### Cells by drive strength, run 1

Bar = 20 um.
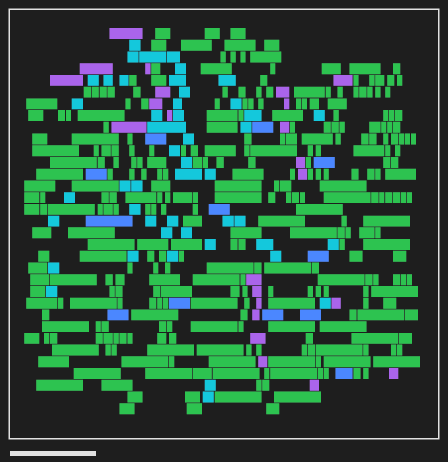
### Placed standard cells, run 1

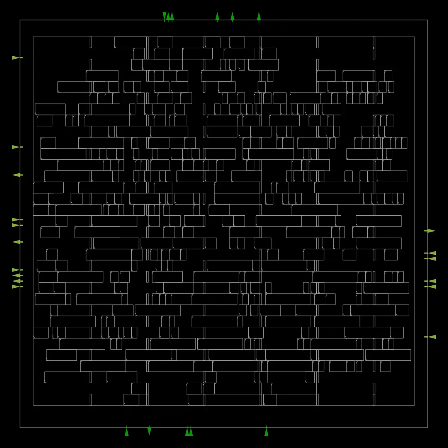
### Signal metal coverage by tile, run 1

20 x 20 tiles, from dark blue (low) to red (high), scaled to the fullest tile. Values are wire area over tile area, all layers added.
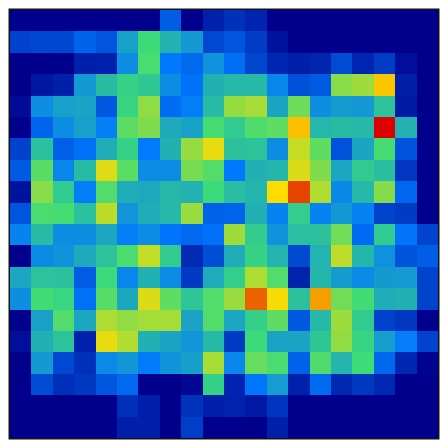
Design dly_cmd_sequencer, sky130hd; sources not shown.
==> impl_metrics.csv, run 1 <==
group,metric,value,unit
synthesis,ys_sh_adder,3.54,%
pwr,sequentialPowerShare,39.6,%
final_timing,hold_viol,0,
cts,cts_root_buffer,"clkbuf_8",
global_routing,grt_util_met2,26.4,%
cts,clk_pin_slew,0.08,ns
setup_path,cp_data_required_time,2.04,ns
synthesis,avgSynthCellArea,10.4,um^2
routing,vias_per_cell,4.84,
cts,htreeDepth,3,
pwr,peakVddDrop,0.626,mV
final_timing,fin_worst_skew,0.00910,ns
final_timing,drv_slew,0,
layout,drive_above_1_share,20.7,%
status,outcome,"finished, final reports clean",
routing,drt_pre_antenna_iters,7,
die,core_region_area,8340,um^2
synthesis,topCombFamilyByArea,"simple AND/OR/NAND/NOR gates",
synthesis,ys.flops,80,
pwr,switching_share,36.6,%
synthesis,floorplan.nets,352,
final_timing,setup_violations,0,
setup_path,crit_fanout,4,
synthesis,netlist_area,3390,um^2
die,fp.dieW,99.3,um
cts,clock_latency,0.35,ns
synthesis,ys_sh_simple,17.5,%
setup_path,path_class,"reg2reg",
cts,numCtsBuffers,9,
die,die_h,99.3,um
pwr,p_int,3780,uW
place,dp_hpwl,5110,um
routing,drtIter0Drc,67,
synthesis,ys_cells,327,
Notes on 'Cells by drive strength' above:
- green: _0 and _1 cells (cells 314; share 79%)
- cyan: _3 and _4 cells (cells 47; share 12%)
- purple: _2 cells (cells 23; share 5.8%)
- blue: _6 and larger (cells 12; share 3.0%)
nonclk buf count: 61
Syn-to-layout area delta: 24.5%
final instance area: 4230 um^2

Notes on 'Placed standard cells' above:
FP Rows: 33
Seq/total area: 50.3%

Notes on 'Signal metal coverage by tile' above:
- fullest tile: 0.41
- tiles over half the peak: 18%
- nearly empty tiles: 19%
- mean over tiles: 0.12
total length of routed wires: 7490 um
GRT Overall Usage: 16.3%
routed via count: 2425
WL/cell: 15.0 um

[run 1: worst max-delay path: stages (launching register included)]
cell     delay (ns)
dfxtp_2        0.34
inv_4          0.08
nand3_4        0.07
and2_4         0.15
nand3_4        0.07
ha_4           0.13
inv_2          0.04
fa_2           0.35
a21oi_2        0.12
o21ai_1        0.08
o21ai_1        0.14
a21oi_1        0.05
[run 1: power groups by stage]
stage / Combinational, uW / Clock (uW) / Sequential, uW
2_1_floorplan: 1530 / 0 / 2440
3_3_place_gp: 2230 / 0 / 2390
3_5_place_dp: 2240 / 0 / 2400
4_1_cts: 2290 / 1350 / 2360
5_1_grt: 2590 / 1420 / 2390
6_report: 2290 / 1320 / 2360
[run 1: final cells by class]
| class | instances | area [um^2] | share of cell area [%] |
|---|---|---|---|
| Clock inverter | 5 | 46.3 | 1.10 |
| Clock buffer | 11 | 145 | 3.43 |
| Inverter | 29 | 124 | 2.93 |
| Sequential cell | 80 | 2130 | 50.3 |
| Timing Repair Buffer | 61 | 523 | 12.4 |
| Multi-Input combinational cell | 210 | 1130 | 26.8 |
| Tap cell | 105 | 131 | 3.11 |
[run 1: logic make-up after synthesis]
kind of cell / Yosys count
buf+inv: 37
flops: 80
fa+ha+maj: 9
compound gates: 68
simple gates: 133
[run 1: routing by layer]
layer	vias up	part of all wire [%]
met5	-	0
met4	0	0.77
met3	6	3.6
met2	47	48
met1	1130	48
li1	1242	-
[run 1: synthesized netlist by cell type, drive strengths merged]
library cell  instances  area [um^2]
nor2                 65          251
edfxtp               52         1560
nand2                48          220
o21ai                41          205
inv                  29          116
dfxtp                28          561
a21oi                16         83.8
nand3                15         90.1
ha                    8          100
buf                   6         63.8
o22ai                 6         37.5
nand4                 4         25.0
o211ai                3         27.5
clkbuf                2         8.75
a21boi                1         7.51
and2                  1         7.51
fa                    1         20.0
o21a                  1         7.51
[run 1: stage by stage]
| stage | utilization (%) | total power (uW) | TNS (ns) |
|---|---|---|---|
| 3_5_place_dp | 47.9 | 4640 | -14.19 |
| 6_report | 50.7 | 5960 | 0 |
| 2_1_floorplan | - | 3970 | -0.000368 |
| 5_1_grt | 50.7 | 6400 | 0 |
| 3_3_place_gp | 47.9 | 4620 | -13.43 |
| 4_1_cts | 50.4 | 6000 | 0 |
[run 1: layout by cell type, fill, tap and decap left out, drive strengths merged, types with 2 or more instances in the layout]
cell type / n
o22ai: 6
clkdlybuf4s15: 2
a21oi: 16
dfxtp: 28
dlygate4sd2: 6
inv: 29
clkdlybuf4s50: 15
nand2: 48
clkinv: 4
clkbuf: 11
nand4: 4
buf: 35
dlymetal6s2s: 3
nor2: 65
o211ai: 3
o21ai: 41
ha: 8
edfxtp: 52
nand3: 15
[run 1: what timing repair did]
item                                    in CTS  in global routing
endpoints found under the setup margin       1                  1
gates resized                               12                  6
buffers inserted                             3                  1
pin swaps                                    9                  7
### Sequential cells coloured by netlist name, run 1

Bar = 20 um. Other sequential cells in the stronger grey, the rest of the logic in the fainter grey.
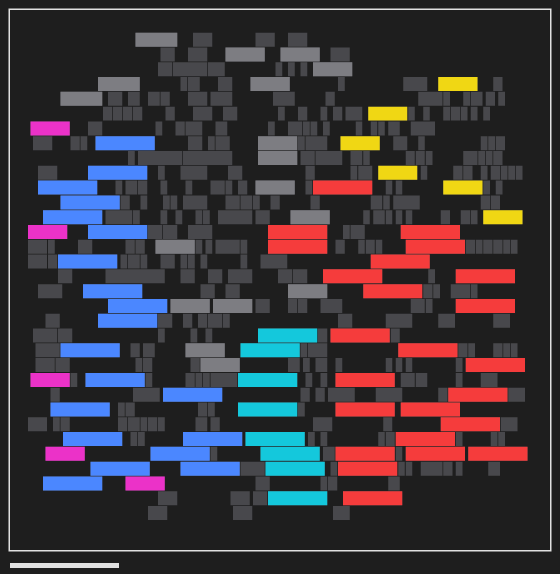

--- run 2 (diff from run 1) ---
--- a/config.mk
+++ b/config.mk
@@ -11,7 +11,6 @@
 export CTS_BUF_LIST = sky130_fd_sc_hd__clkbuf_2 sky130_fd_sc_hd__clkbuf_4 sky130_fd_sc_hd__clkbuf_8
 export DETAILED_ROUTE_END_ITERATION = 12
 export HOLD_SLACK_MARGIN = 0.06
-export PLACE_DENSITY_LB_ADDON = 0.08
 export SYNTH_ARGS = -nofsm -noshare
 export SYNTH_HDL_FRONTEND = slang
 export SYNTH_SLANG_ARGS = --single-unit
### Sequential cells coloured by netlist name, run 2

Bar = 20 um. Other sequential cells in the stronger grey, the rest of the logic in the fainter grey.
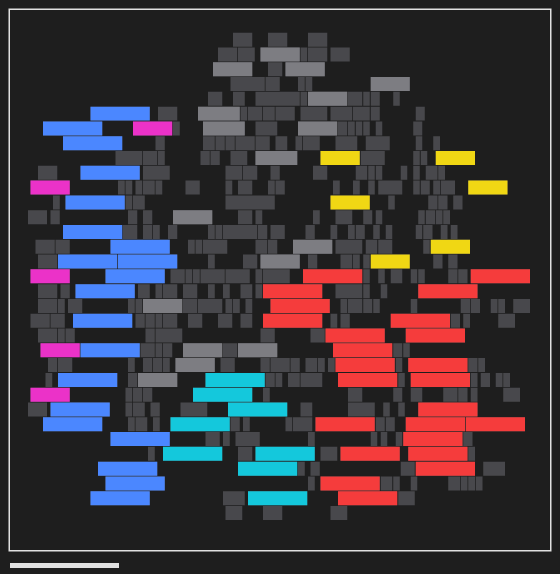
- red: `stepsMem_q` (placed flops 24)
- magenta: `dly_addr_o` (placed flops 5; where middle left)
- yellow: `remaining_q` (placed flops 6)
- blue: `addrMem_q` (placed flops 20)
- cyan: `opMem_q` (placed flops 8; where bottom centre)
- not coloured: 17
Seq/total area: 50.8%
post-layout util: 50.1%
P_seq: 2360 uW

### Placed standard cells, run 2

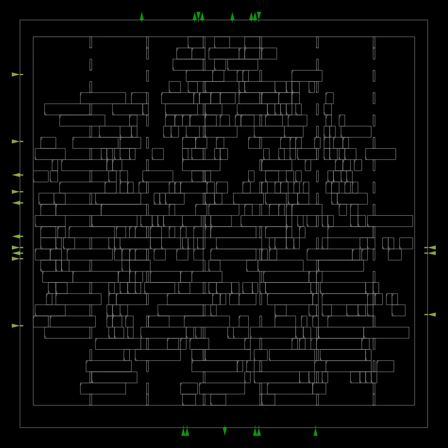
Core Region: 8340 um^2
Fill cells: 777
TAP cells: 105
final cell count without fillers: 497

### Clock wires, drivers and flops, run 2

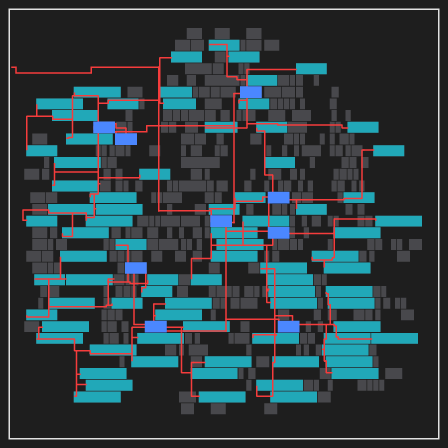
- blue: clock drivers (count 9)
- red: clock wires (length 945 um)
- cyan: flip-flops (count 80)
- routed clock nets: 10
- flops lie: widely spread
share of total power in the clock network: 20.4%
Insertion Delay late pin: 0.34 ns

==> impl_metrics.csv, run 2 <==
group,metric,value,unit
layout,logic_area,1140,um^2
synthesis,avgSynthCellArea,10.4,um^2
cts,numCtsBuffers,9,
layout,stdcell_area,4180,um^2
synthesis,ff_type,"edfxtp_1",
synthesis,top_cell,"nor2_1",
routing,drtIter0Drc,124,
routing,drt_pre_antenna_iters,4,
synthesis,ys_cells,327,
setup_path,crit_cells,12,
routing,routedWlPerCell,14.0,um
setup_path,crit_top_cell,"inv_4",
routing,drt_wl_total,6970,um
synthesis,floorplan.nets,352,
synthesis,ys.flops,80,
die,rows,33,
status,outcome,"finished, final reports clean",
final_timing,setup_violations,0,
final_timing,hold_viol,0,
setup_path,path_class,"reg2reg",
layout,final_common_cell,"nor2_1",
pwr,total_power,5820,uW
cts,cts_root_buffer,"clkbuf_8",
setup_path,crit_fanout,4,
synthesis,synth_top_area_share,46.0,%
place,dp_hpwl,4910,um
final_timing,fin_worst_skew,0.00359,ns
cts,htreeDepth,3,
routing,vias,2465,
layout,drive_above_1_share,21.4,%
cts,clk_pin_slew,0.08,ns
synthesis,edf_count,52,
pwr,peakVddDrop,0.580,mV
setup_path,critical_path.top_delay_family,"adder cells",
layout,final_cell_mix,"nor2_1, edfxtp_1, nand2_1",
layout,syn2layout_area_growth,23.2,%
die,die_h,99.3,um
synthesis,top_cells_by_count,"nor2_1, edfxtp_1, nand2_1, o21ai_0, dfxtp_1",
synthesis,async_flop_share,0,%
synthesis,synth.area.top_cells,"edfxtp_1, dfxtp_1, nor2_1",
routing,vias_per_cell,4.96,
final_timing,drv_slew,0,
[run 2: worst register-to-register path: cells and delay by family (launching register included)]
family / cells / cell delay [ns]
compound gates: 4 / 0.39
fa+ha+maj: 2 / 0.48
flops: 1 / 0.36
buf+inv: 4 / 0.29
simple gates: 2 / 0.13
[run 2: logic make-up after synthesis]
family	count (synthesis)	synth area share, %
simple gates	133	17.5
flops	80	62.5
compound gates	68	10.9
buf+inv	37	5.57
fa+ha+maj	9	3.54
[run 2: final cells by class]
cell class | instances | share of cell area (%)
flip-flops and latches | 80 | 50.8
multi-input cells | 210 | 27.3
repair buffers | 57 | 11.6
clock buffers | 10 | 3.14
well taps | 105 | 3.14
inverters | 29 | 2.96
clock inverters | 6 | 1.05
[run 2: power by group]
group / internal, uW / switching (uW) / leakage [uW] / total (uW)
combinational: 901 / 1370 / 0.000836 / 2270
clock: 521 / 665 / 0.0000804 / 1190
sequential: 2200 / 159 / 0.000703 / 2360
total: 3620 / 2200 / 0.00162 / 5820
[run 2: per-stage QoR]
stage / TNS [ns] / util [%] / hold slack [ns] / setup slack (ns) / instances
global placement: -16.89 / 47.5 / 0.445 / -0.507 / 477
floorplan: -0.000368 / - / 0.279 / -0.000368 / 327
CTS: 0 / 49.9 / 0.145 / 0.00203 / 496
detailed placement: -19.41 / 47.5 / 0.449 / -0.579 / 477
finish: 0 / 50.1 / 0.164 / 0.0479 / 497
global route: -0.0566 / 50.1 / 0.133 / -0.0566 / 497
[run 2: layer usage]
layer  wire length, um  part of all wire [%]  up-vias
li1                  -                     -     1230
met1              3160                    45     1181
met2              3430                    49       43
met3               260                   3.7       11
met4               113                   1.6        0
met5                 0                     0        -
[run 2: timing repair]
item / 4_1_cts / 5_1_grt
setup buffers: 3 / 1
resized: 12 / 6
gates cloned: 0 / 0
endpoints found under the setup margin: 24 / 26
pin swaps: 5 / 5
Power and IR drop assume default switching activity.
